**src/rtl/seq_regfile_fetch_if.sv**
```systemverilog
// Bus between the sequencer/register file, its host (program load, start)
// and the combinational AND AX,BX execution stage.
interface seq_regfile_fetch_if;
   logic       start;
   logic       prog_we;
   logic [3:0] prog_addr;
   logic [6:0] prog_data;
   logic       kop1, kop2, kop3, kop4;
   logic       ax1, ax2, ax3;
   logic       bx1, bx2, bx3;
   logic       axx1, axx2, axx3;
   logic       bxx1, bxx2, bxx3;
   logic       busy;
   logic       done;
   logic [3:0] pc;
   logic [2:0] ax_q;
   logic [2:0] bx_q;

   // Host plus execution-stage side
   modport master (
      output start, prog_we, prog_addr, prog_data,
      output axx1, axx2, axx3, bxx1, bxx2, bxx3,
      input  kop1, kop2, kop3, kop4, ax1, ax2, ax3, bx1, bx2, bx3,
      input  busy, done, pc, ax_q, bx_q
   );

   // Sequencer side
   modport slave (
      input  start, prog_we, prog_addr, prog_data,
      input  axx1, axx2, axx3, bxx1, bxx2, bxx3,
      output kop1, kop2, kop3, kop4, ax1, ax2, ax3, bx1, bx2, bx3,
      output busy, done, pc, ax_q, bx_q
   );
endinterface

```
**src/rtl/seq_regfile_fetch.sv**
```systemverilog
// FETCH/EXEC/WB sequencer with a 16x7 program store and the AX/BX registers
// feeding the external AND AX,BX execution stage.
module seq_regfile_fetch (
   input logic                clk,
   input logic                rst,
   seq_regfile_fetch_if.slave bus
);
   typedef enum logic [2:0] {
      S_IDLE  = 3'd0,
      S_FETCH = 3'd1,
      S_EXEC  = 3'd2,
      S_WB    = 3'd3,
      S_HALT  = 3'd4
   } state_t;

   localparam logic [3:0] OP_MOV_AX = 4'b0001;
   localparam logic [3:0] OP_MOV_BX = 4'b0010;
   localparam logic [3:0] OP_HLT    = 4'b1111;

   state_t     state_r;
   logic [3:0] pc_r;
   logic [2:0] ax_r;
   logic [2:0] bx_r;
   logic [6:0] ir_r;
   logic [3:0] kop_r;
   logic       busy_r;
   logic       done_r;
   logic [6:0] mem_r [0:15];

   logic [2:0] axx_s;
   logic [2:0] bxx_s;
   logic [3:0] op_s;
   logic [2:0] imm_s;
   logic [2:0] ax_nxt_s;
   logic [2:0] bx_nxt_s;
   logic       store_open_s;

   // Writeback selection: MOV overrides one register with the immediate
   always_comb begin
      axx_s        = {bus.axx3, bus.axx2, bus.axx1};
      bxx_s        = {bus.bxx3, bus.bxx2, bus.bxx1};
      op_s         = ir_r[6:3];
      imm_s        = ir_r[2:0];
      ax_nxt_s     = axx_s;
      bx_nxt_s     = bxx_s;
      store_open_s = (state_r == S_IDLE) || (state_r == S_HALT);
      case (op_s)
         OP_MOV_AX: begin
            ax_nxt_s = imm_s;
            bx_nxt_s = bxx_s;
         end
         OP_MOV_BX: begin
            ax_nxt_s = axx_s;
            bx_nxt_s = imm_s;
         end
         default: begin
            ax_nxt_s = axx_s;
            bx_nxt_s = bxx_s;
         end
      endcase
   end

   // Program store: not reset, writable only while the sequencer is parked
   always_ff @(posedge clk) begin
      if (!rst && bus.prog_we && store_open_s) begin
         mem_r[bus.prog_addr] <= bus.prog_data;
      end
   end

   // Sequencer state, registers and registered status outputs
   always_ff @(posedge clk) begin
      if (rst) begin
         state_r <= S_IDLE;
         pc_r    <= 4'd0;
         ax_r    <= 3'd0;
         bx_r    <= 3'd0;
         ir_r    <= 7'd0;
         kop_r   <= 4'd0;
         busy_r  <= 1'b0;
         done_r  <= 1'b0;
      end else begin
         case (state_r)
            S_IDLE, S_HALT: begin
               if (bus.start) begin
                  state_r <= S_FETCH;
                  pc_r    <= 4'd0;
                  busy_r  <= 1'b1;
                  done_r  <= 1'b0;
               end
            end
            S_FETCH: begin
               ir_r    <= mem_r[pc_r];
               kop_r   <= mem_r[pc_r][6:3];
               state_r <= S_EXEC;
            end
            S_EXEC: begin
               state_r <= S_WB;
            end
            S_WB: begin
               ax_r  <= ax_nxt_s;
               bx_r  <= bx_nxt_s;
               kop_r <= 4'd0;
               if (op_s == OP_HLT) begin
                  state_r <= S_HALT;
                  busy_r  <= 1'b0;
                  done_r  <= 1'b1;
               end else begin
                  state_r <= S_FETCH;
                  pc_r    <= pc_r + 4'd1;
               end
            end
            default: begin
               state_r <= S_IDLE;
               kop_r   <= 4'd0;
               busy_r  <= 1'b0;
               done_r  <= 1'b0;
            end
         endcase
      end
   end

   assign bus.kop1 = kop_r[3];
   assign bus.kop2 = kop_r[2];
   assign bus.kop3 = kop_r[1];
   assign bus.kop4 = kop_r[0];
   assign bus.ax1  = ax_r[0];
   assign bus.ax2  = ax_r[1];
   assign bus.ax3  = ax_r[2];
   assign bus.bx1  = bx_r[0];
   assign bus.bx2  = bx_r[1];
   assign bus.bx3  = bx_r[2];
   assign bus.busy = busy_r;
   assign bus.done = done_r;
   assign bus.pc   = pc_r;
   assign bus.ax_q = ax_r;
   assign bus.bx_q = bx_r;
endmodule

```
**src/flat_wrapper.sv**
```systemverilog
// flat-port wrapper written by rule: the top's interface ports become plain ports
module seq_regfile_fetch_flat 
  (clk, rst, bus_start, bus_prog_we, bus_prog_addr, bus_prog_data, bus_axx1, bus_axx2, bus_axx3, bus_bxx1, bus_bxx2, bus_bxx3, bus_kop1, bus_kop2, bus_kop3, bus_kop4, bus_ax1, bus_ax2, bus_ax3, bus_bx1, bus_bx2, bus_bx3, bus_busy, bus_done, bus_pc, bus_ax_q, bus_bx_q);
  seq_regfile_fetch_if bus_i ();
  input logic clk;
  input logic rst;
  input wire logic [$bits(bus_i.start)-1:0] bus_start;
  input wire logic [$bits(bus_i.prog_we)-1:0] bus_prog_we;
  input wire logic [$bits(bus_i.prog_addr)-1:0] bus_prog_addr;
  input wire logic [$bits(bus_i.prog_data)-1:0] bus_prog_data;
  input wire logic [$bits(bus_i.axx1)-1:0] bus_axx1;
  input wire logic [$bits(bus_i.axx2)-1:0] bus_axx2;
  input wire logic [$bits(bus_i.axx3)-1:0] bus_axx3;
  input wire logic [$bits(bus_i.bxx1)-1:0] bus_bxx1;
  input wire logic [$bits(bus_i.bxx2)-1:0] bus_bxx2;
  input wire logic [$bits(bus_i.bxx3)-1:0] bus_bxx3;
  output wire logic [$bits(bus_i.kop1)-1:0] bus_kop1;
  output wire logic [$bits(bus_i.kop2)-1:0] bus_kop2;
  output wire logic [$bits(bus_i.kop3)-1:0] bus_kop3;
  output wire logic [$bits(bus_i.kop4)-1:0] bus_kop4;
  output wire logic [$bits(bus_i.ax1)-1:0] bus_ax1;
  output wire logic [$bits(bus_i.ax2)-1:0] bus_ax2;
  output wire logic [$bits(bus_i.ax3)-1:0] bus_ax3;
  output wire logic [$bits(bus_i.bx1)-1:0] bus_bx1;
  output wire logic [$bits(bus_i.bx2)-1:0] bus_bx2;
  output wire logic [$bits(bus_i.bx3)-1:0] bus_bx3;
  output wire logic [$bits(bus_i.busy)-1:0] bus_busy;
  output wire logic [$bits(bus_i.done)-1:0] bus_done;
  output wire logic [$bits(bus_i.pc)-1:0] bus_pc;
  output wire logic [$bits(bus_i.ax_q)-1:0] bus_ax_q;
  output wire logic [$bits(bus_i.bx_q)-1:0] bus_bx_q;
  assign bus_i.start = bus_start;
  assign bus_i.prog_we = bus_prog_we;
  assign bus_i.prog_addr = bus_prog_addr;
  assign bus_i.prog_data = bus_prog_data;
  assign bus_i.axx1 = bus_axx1;
  assign bus_i.axx2 = bus_axx2;
  assign bus_i.axx3 = bus_axx3;
  assign bus_i.bxx1 = bus_bxx1;
  assign bus_i.bxx2 = bus_bxx2;
  assign bus_i.bxx3 = bus_bxx3;
  assign bus_kop1 = bus_i.kop1;
  assign bus_kop2 = bus_i.kop2;
  assign bus_kop3 = bus_i.kop3;
  assign bus_kop4 = bus_i.kop4;
  assign bus_ax1 = bus_i.ax1;
  assign bus_ax2 = bus_i.ax2;
  assign bus_ax3 = bus_i.ax3;
  assign bus_bx1 = bus_i.bx1;
  assign bus_bx2 = bus_i.bx2;
  assign bus_bx3 = bus_i.bx3;
  assign bus_busy = bus_i.busy;
  assign bus_done = bus_i.done;
  assign bus_pc = bus_i.pc;
  assign bus_ax_q = bus_i.ax_q;
  assign bus_bx_q = bus_i.bx_q;
  seq_regfile_fetch u_core (.clk(clk), .rst(rst), .bus(bus_i));
endmodule
```
**config.mk**
```make
export PLATFORM = sky130hd
export DESIGN_NAME = seq_regfile_fetch_flat
export DESIGN_NICKNAME = d
export VERILOG_FILES = /design/src/rtl/seq_regfile_fetch_if.sv /design/src/rtl/seq_regfile_fetch.sv /design/src/flat_wrapper.sv
export SDC_FILE = /design/constraint.sdc
export NUM_CORES = 1
export LEC_CHECK = 0
export CAP_MARGIN = 25
export CORE_MARGIN = 2
export CORE_UTILIZATION = 60
export DETAILED_ROUTE_END_ITERATION = 7
export PLACE_DENSITY_LB_ADDON = 0.08
export SETUP_SLACK_MARGIN = 0.02
export SLEW_MARGIN = 20
export SYNTH_ARGS = -nofsm -noshare
export SYNTH_HDL_FRONTEND = slang
export SYNTH_SLANG_ARGS = --single-unit
```
**constraint.sdc**
```tcl
create_clock -name clk -period 4.2 [get_ports clk]
set_clock_uncertainty 0.15 [all_clocks]
set_input_delay 0.84 -clock clk [delete_from_list [all_inputs] [get_ports clk]]
set_output_delay 0.84 -clock clk [all_outputs]
set_load 0.02 [all_outputs]
```
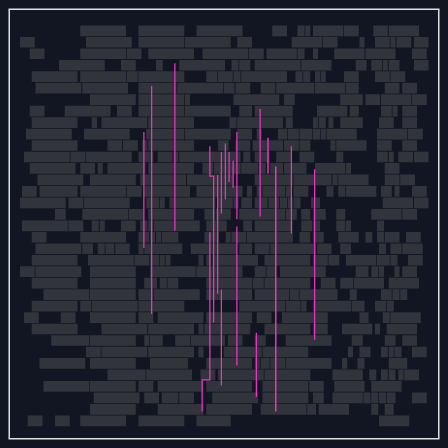
**Above:** signal wires on met4.
Cells faint in the background.
longest straight run: 57.8 µm
wire length on this layer: 517 µm
main direction: vertical
share of all routed wire: 4.0%
WL final: 12,900 µm
via count: 3,526

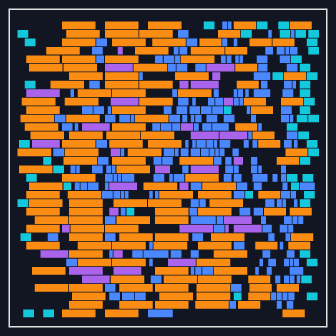
**Above:** cells coloured by class.
legend:
  orange:
    class: flip-flops
    cells: 142
  purple:
    class: clock drivers and dummy loads
    cells: 32
  blue:
    class: all other logic
    cells: 221
  cyan:
    class: other buffers and delay cells
    cells: 49

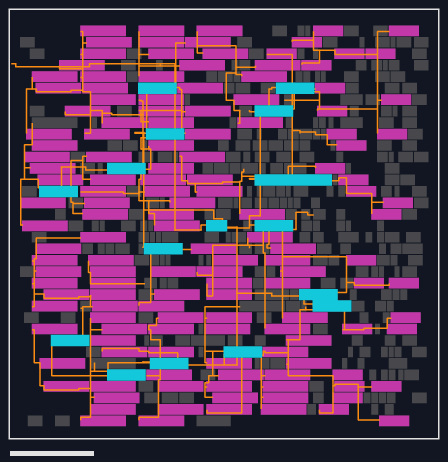
**Above:** clock wires, drivers and flops.
Bar = 20 µm.
legend:
  magenta:
    item: flip-flops
    count: 142
  orange:
    item: clock wires
    length: 1,530 µm
  cyan:
    item: cells driving clock nets
    count: 17
flops lie: spread over the die

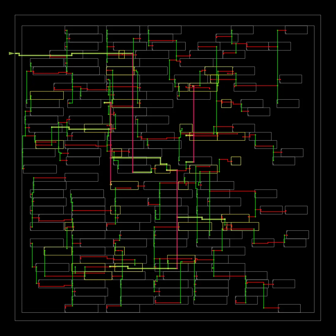
**Above:** the clock network.
flip-flops: 142
Num CTS Buffers: 17
Clock Sinks: 142
Latency at later pin: 0.52 ns
# clk buffers: 18

==> impl_metrics.py <==
# Auto-generated metrics
metrics = {
    "status": {
        "status": "finished, final reports clean",
    },
    "placement": {
        "post-place-cells": 541,
    },
    "grt": {
        "grt_max_degree": 26,
        "grt_overflow": 0,
        "busiest_layer": "met2",
    },
    "layout": {
        "sh_seq_area": 0.584,
        "clkCellAreaFrac": 0.0885,
        "syn_to_final_growth_pct": 19.0,
        "comb_area_share": 0.232,
        "buf_share": 0.0697,
    },
    "die": {
        "dieArea_um2": 10300,
        "ios": 43,
        "core_um2": 9240,
    },
    "sta": {
        "setup_violations": 0,
        "hold_slack_ns": 0.321,
        "slew_violations": 0,
    },
    "logic_synthesis": {
        "fp_nets": 410,
        "yosysWarnings": 0,
        "ys_sh_aoi": 0.0647,
        "syn_area_um2": 5700,
        "edf_count": 112,
    },
    "setup_path": {
        "cp_max_fo": 7,
    },
    "hold_path": {
        "min_to": "u_core.bus.done",
    },
    "power_and_ir_drop": {
        "switchingPower_uw": 725,
        "p_per_area_nw_per_um2": 481,
    },
    "detailed_routing": {
        "drtPass1Iterations": 6,
    },
}
